$ cat src/rtl/cond_fork5_issue_ctrl_if.sv
// Handshake and branch bundle between the issue controller
// and its upstream source / downstream 5-way fork.
interface cond_fork5_issue_ctrl_if;
   logic       i_req;
   logic [4:0] i_mask;
   logic       o_ack;
   logic       o_drive;
   logic [4:0] o_valid;
   logic [4:0] i_free;
   logic [4:0] o_pending;
   logic       o_busy;
   logic       o_timeout;
   logic       i_clr;

   modport master (
      output i_req, i_mask, i_free, i_clr,
      input  o_ack, o_drive, o_valid, o_pending, o_busy, o_timeout
   );

   modport slave (
      input  i_req, i_mask, i_free, i_clr,
      output o_ack, o_drive, o_valid, o_pending, o_busy, o_timeout
   );
endinterface

$ cat src/rtl/cond_fork5_issue_ctrl.sv
// Issue controller ahead of the 5-way conditional fork:
// drives the fork, then joins on a free edge from every selected branch.
module cond_fork5_issue_ctrl #(
   parameter int DRIVE_LEN = 1,
   parameter int TO_W      = 8,
   parameter int TO_MAX    = 200
) (
   input logic                   clk,
   input logic                   rst,
   cond_fork5_issue_ctrl_if.slave bus
);

   typedef enum logic [1:0] {IDLE, DRIVE, WAIT, ERR} state_t;

   localparam logic [3:0]      DLAST = 4'(DRIVE_LEN - 1);
   localparam logic [TO_W-1:0] TLAST = TO_W'(TO_MAX - 1);

   state_t          state, state_nxt;
   logic [4:0]      mask_r, mask_nxt;
   logic [4:0]      pend, pend_nxt;
   logic [4:0]      free_q;
   logic [4:0]      fedge;
   logic [4:0]      left;
   logic [3:0]      dcnt, dcnt_nxt;
   logic [TO_W-1:0] tcnt, tcnt_nxt;
   logic            xfer;

   assign fedge = bus.i_free & ~free_q;
   assign left  = pend & ~fedge;
   assign xfer  = bus.i_req & (state == IDLE);

   // State and datapath registers; free_q preset high so held frees are not edges.
   always_ff @(posedge clk) begin
      if (rst) begin
         state  <= IDLE;
         mask_r <= '0;
         pend   <= '0;
         dcnt   <= '0;
         tcnt   <= '0;
         free_q <= 5'b11111;
      end else begin
         state  <= state_nxt;
         mask_r <= mask_nxt;
         pend   <= pend_nxt;
         dcnt   <= dcnt_nxt;
         tcnt   <= tcnt_nxt;
         free_q <= bus.i_free;
      end
   end

   // Next-state: drive for DRIVE_LEN cycles, then wait for the strict join.
   always_comb begin
      state_nxt = state;
      mask_nxt  = mask_r;
      pend_nxt  = pend;
      dcnt_nxt  = dcnt;
      tcnt_nxt  = tcnt;
      unique case (state)
         IDLE: begin
            if (xfer && (bus.i_mask != 5'b0)) begin
               mask_nxt  = bus.i_mask;
               pend_nxt  = bus.i_mask;
               dcnt_nxt  = '0;
               state_nxt = DRIVE;
            end
         end
         DRIVE: begin
            pend_nxt = left;
            if (dcnt == DLAST) begin
               tcnt_nxt  = '0;
               state_nxt = WAIT;
            end else begin
               dcnt_nxt = dcnt + 4'd1;
            end
         end
         WAIT: begin
            pend_nxt = left;
            if (left == 5'b0) begin
               state_nxt = IDLE;
            end else if (tcnt == TLAST) begin
               state_nxt = ERR;
            end else begin
               tcnt_nxt = tcnt + 1'b1;
            end
         end
         ERR: begin
            if (bus.i_clr) begin
               pend_nxt  = '0;
               state_nxt = IDLE;
            end
         end
         default: state_nxt = IDLE;
      endcase
   end

   assign bus.o_ack     = (state == IDLE);
   assign bus.o_drive   = (state == DRIVE);
   assign bus.o_busy    = (state == DRIVE) || (state == WAIT);
   assign bus.o_valid   = bus.o_busy ? mask_r : 5'b0;
   assign bus.o_pending = pend;
   assign bus.o_timeout = (state == ERR);

endmodule
$ cat src/flat_wrapper.sv
// flat-port wrapper written by rule: the top's interface ports become plain ports
module cond_fork5_issue_ctrl_flat 
#(
   parameter int DRIVE_LEN = 1,
   parameter int TO_W      = 8,
   parameter int TO_MAX    = 200
)
  (clk, rst, bus_i_req, bus_i_mask, bus_i_free, bus_i_clr, bus_o_ack, bus_o_drive, bus_o_valid, bus_o_pending, bus_o_busy, bus_o_timeout);
  cond_fork5_issue_ctrl_if bus_i ();
  input logic clk;
  input logic rst;
  input wire logic [$bits(bus_i.i_req)-1:0] bus_i_req;
  input wire logic [$bits(bus_i.i_mask)-1:0] bus_i_mask;
  input wire logic [$bits(bus_i.i_free)-1:0] bus_i_free;
  input wire logic [$bits(bus_i.i_clr)-1:0] bus_i_clr;
  output wire logic [$bits(bus_i.o_ack)-1:0] bus_o_ack;
  output wire logic [$bits(bus_i.o_drive)-1:0] bus_o_drive;
  output wire logic [$bits(bus_i.o_valid)-1:0] bus_o_valid;
  output wire logic [$bits(bus_i.o_pending)-1:0] bus_o_pending;
  output wire logic [$bits(bus_i.o_busy)-1:0] bus_o_busy;
  output wire logic [$bits(bus_i.o_timeout)-1:0] bus_o_timeout;
  assign bus_i.i_req = bus_i_req;
  assign bus_i.i_mask = bus_i_mask;
  assign bus_i.i_free = bus_i_free;
  assign bus_i.i_clr = bus_i_clr;
  assign bus_o_ack = bus_i.o_ack;
  assign bus_o_drive = bus_i.o_drive;
  assign bus_o_valid = bus_i.o_valid;
  assign bus_o_pending = bus_i.o_pending;
  assign bus_o_busy = bus_i.o_busy;
  assign bus_o_timeout = bus_i.o_timeout;
  cond_fork5_issue_ctrl #(.DRIVE_LEN(DRIVE_LEN), .TO_W(TO_W), .TO_MAX(TO_MAX)) u_core (.clk(clk), .rst(rst), .bus(bus_i));
endmodule
$ cat config.mk
export PLATFORM = sky130hd
export DESIGN_NAME = cond_fork5_issue_ctrl_flat
export DESIGN_NICKNAME = d
export VERILOG_FILES = /design/src/rtl/cond_fork5_issue_ctrl_if.sv /design/src/rtl/cond_fork5_issue_ctrl.sv /design/src/flat_wrapper.sv
export SDC_FILE = /design/constraint.sdc
export NUM_CORES = 1
export LEC_CHECK = 0
export CAP_MARGIN = 10
export CORE_MARGIN = 2
export CORE_UTILIZATION = 52
export DETAILED_ROUTE_END_ITERATION = 16
export PLACE_DENSITY = 0.79
export REMOVE_ABC_BUFFERS = 1
export SLEW_MARGIN = 20
export SYNTH_ARGS = -nofsm -noshare
export SYNTH_HDL_FRONTEND = slang
export SYNTH_SLANG_ARGS = --single-unit
export TNS_END_PERCENT = 30
$ cat constraint.sdc
create_clock -name clk -period 2.1 [get_ports clk]
set_input_delay 0.42 -clock clk [delete_from_list [all_inputs] [get_ports clk]]
set_output_delay 0.42 -clock clk [all_outputs]
set_load 0.01 [all_outputs]
Fig. 1: placement by cell class
Bar = 20 um.
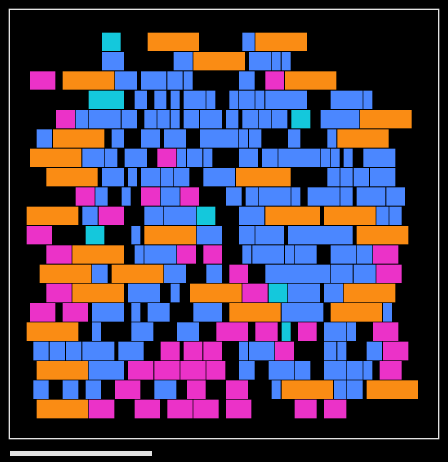
color	class	cells	share of their area
blue	remaining logic cells	142	51%
orange	registers	29	28%
cyan	clock drivers and dummy loads	7	2.6%
magenta	remaining buffers and delay cells	43	19%

Fig. 2: congestion heat map
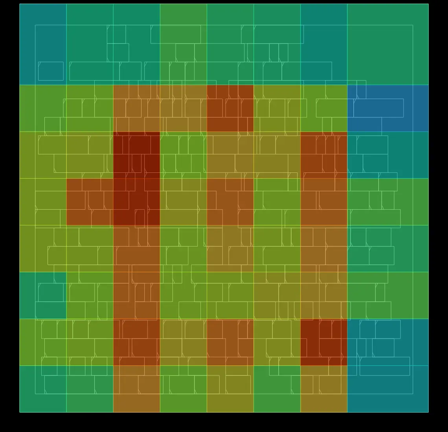
met3 usage: 4.978%
GRT Util Overall: 24.59%
global-route layer with the greatest usage: met2
WL/cell: 14.83 um

==> flow_metrics.py <==
# Auto-generated metrics
metrics = {
    "outcome": {
        "status": "complete, no violations",
    },
    "power": {
        "power_clock_w": 0.000341,
        "power_w": 0.002382,
        "p_int_w": 0.001434,
        "p_seq_share_pct": 30.4,
        "cellPowerDensity_nw_per_um2": 1115,
        "power.clock.fraction_pct": 14.3,
        "peakVddDrop_uv": 643.2,
        "sequentialPower_w": 0.000724,
    },
    "yosys": {
        "async_flop_share_pct": 0,
        "top_area_share_pct": 35.29,
        "ff_type": "dfxtp_1",
        "ys_cells": 177,
        "synthTopCellsByCount": "29 x dfxtp_1, 13 x nor2_1, 12 x nand2_1",
        "yosysTopAreaCell": "dfxtp_1",
        "ys_area_um2": 1645,
        "top_cells_by_area": "dfxtp_1 35%, ha_1 6.1%, a211oi_2 3.8%",
        "synth_seq_share_pct": 35.29,
        "synth-seq-cells": 29,
        "synthTopLogicFamily": "AND-OR/OR-AND gates",
        "avgSynthCellArea_um2": 9.296,
        "ys_sh_xor_pct": 0.5323,
        "ys.warnings.count": 0,
        "netlist_area_um2": 1645,
    },
    "global_routing": {
        "grt_max_degree": 16,
        "gr-total-overflow": 0,
        "antenna_found_initial": 0,
        "met1_usage_pct": 32.36,
        "grt_pass1_vias": 1486,
    },
    "critical_path": {
        "cp_top_family": "buffers and inverters",
        "r2r_setup_slack_ns": 0.12,
        "r2r_end": "u_core.tcnt[2]",
        "crit_path_start_kind": "flop",
        "max_stage_delay_ns": 0.55,
        "worstRegToRegCells": 7,
        "critical_path_arrival_ns": 1.61,
        "required_ns": 1.68,
        "critical_path_buf_inv_count": 2,
        "worstSetupPathType": "reg -> out",
    },
    "cells_and_area": {
        "n_all_buffers": 43,
        "clk_share_pct": 2.576,
        "finalNonFillerCells": 265,
        "comb_area_um2": 1031,
        "largest_cell_class": "logic gates",
        "layout_top_cells": "27 x dfxtp_1, 21 x clkdlybuf4s50_1, 16 x buf_4",
        "comb-cell-share_pct": 48.24,
        "largest_reg_flops": 8,
        "n_clock_buffer": 7,
        "registers.top_by_ff_count": "u_core.tcnt",
        "nonClkBufAreaFrac_pct": 18.09,
        "syn_to_final_growth_pct": 29.89,
        "ff_count": 29,
        "inv_count": 7,
        "layout_top_cell": "dfxtp_1",
        "drive_gt1_share_pct": 23.98,
        "fillerInstances": 243,
        "insertedDiodeCount": 0,
        "final_nets": 243,
    },
    "place": {
        "detailed_place_hpwl_mm": 2.994,
        "place.gp.congestion": 0.9401,
        "dp_cells": 258,
        "dp_slack_ns": -0.1591,
        "portBuffers": 27,
    },
    "sta": {
        "skew_ns": 0.01256,
        "final_hold_viol_count": 0,
        "relSlewSlack_pct": 69.61,
        "finalClockPeriodUsage_pct": 96.81,
        "setup_viol": 0,
        "tns_ns": 0,
    },
    "floorplanning": {
        "rows": 20,
        "tapCellCount": 44,
        "core_area_um2": 3028,
        "die_x_um": 60.25,
        "io_pins": 28,
    },
    "drt": {
        "met3_length_um": 183,
        "first_iter_violations": 101,
        "num_vias": 1510,
        "drc": 0,
        "top_layer": "met4",
        "wl_met2_mm": 1.868,
        "ant_nets": 0,
        "dr.pass1.iters": 4,
    },
    "clock_network": {
        "cts.clk_slew.worst_paths_ns": 0.09,
        "numClockSinks": 29,
        "post_cts.repair.setup_buffers": 0,
        "cts-buffers-inserted": 5,
        "h-tree-depth": 2,
        "insertion_delay_ns": 0.33,
        "clock_path_buffers": 2,
        "cts_tree": "done",
    },
    "worst_hold_path": {
        "hp-start": "u_core.mask_r[0]",
        "min_path_cells": 2,
        "hp-class": "reg -> reg",
    },
}
Fig. 3: supply network
Pins as bars on the die edge. Tap cells in gray.
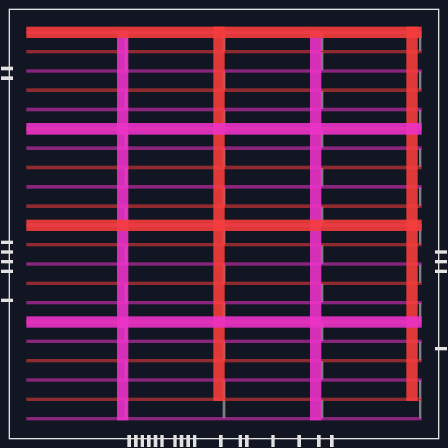
color	net
magenta	VSS
red	VDD
rows	20
tap cells	44
met5 straps	4

Fig. 4: register map, names as in the netlist
Other sequential cells in the stronger gray, the rest of the logic in the fainter gray.
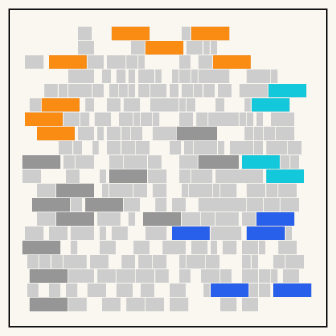
color	netlist name	sequential cells
cyan	`u_core.dcnt`	4
orange	`u_core.tcnt`	8
blue	`u_core.mask_r`	5
not colored	12

No activity file was given, so power comes from the tool's default toggle rates.
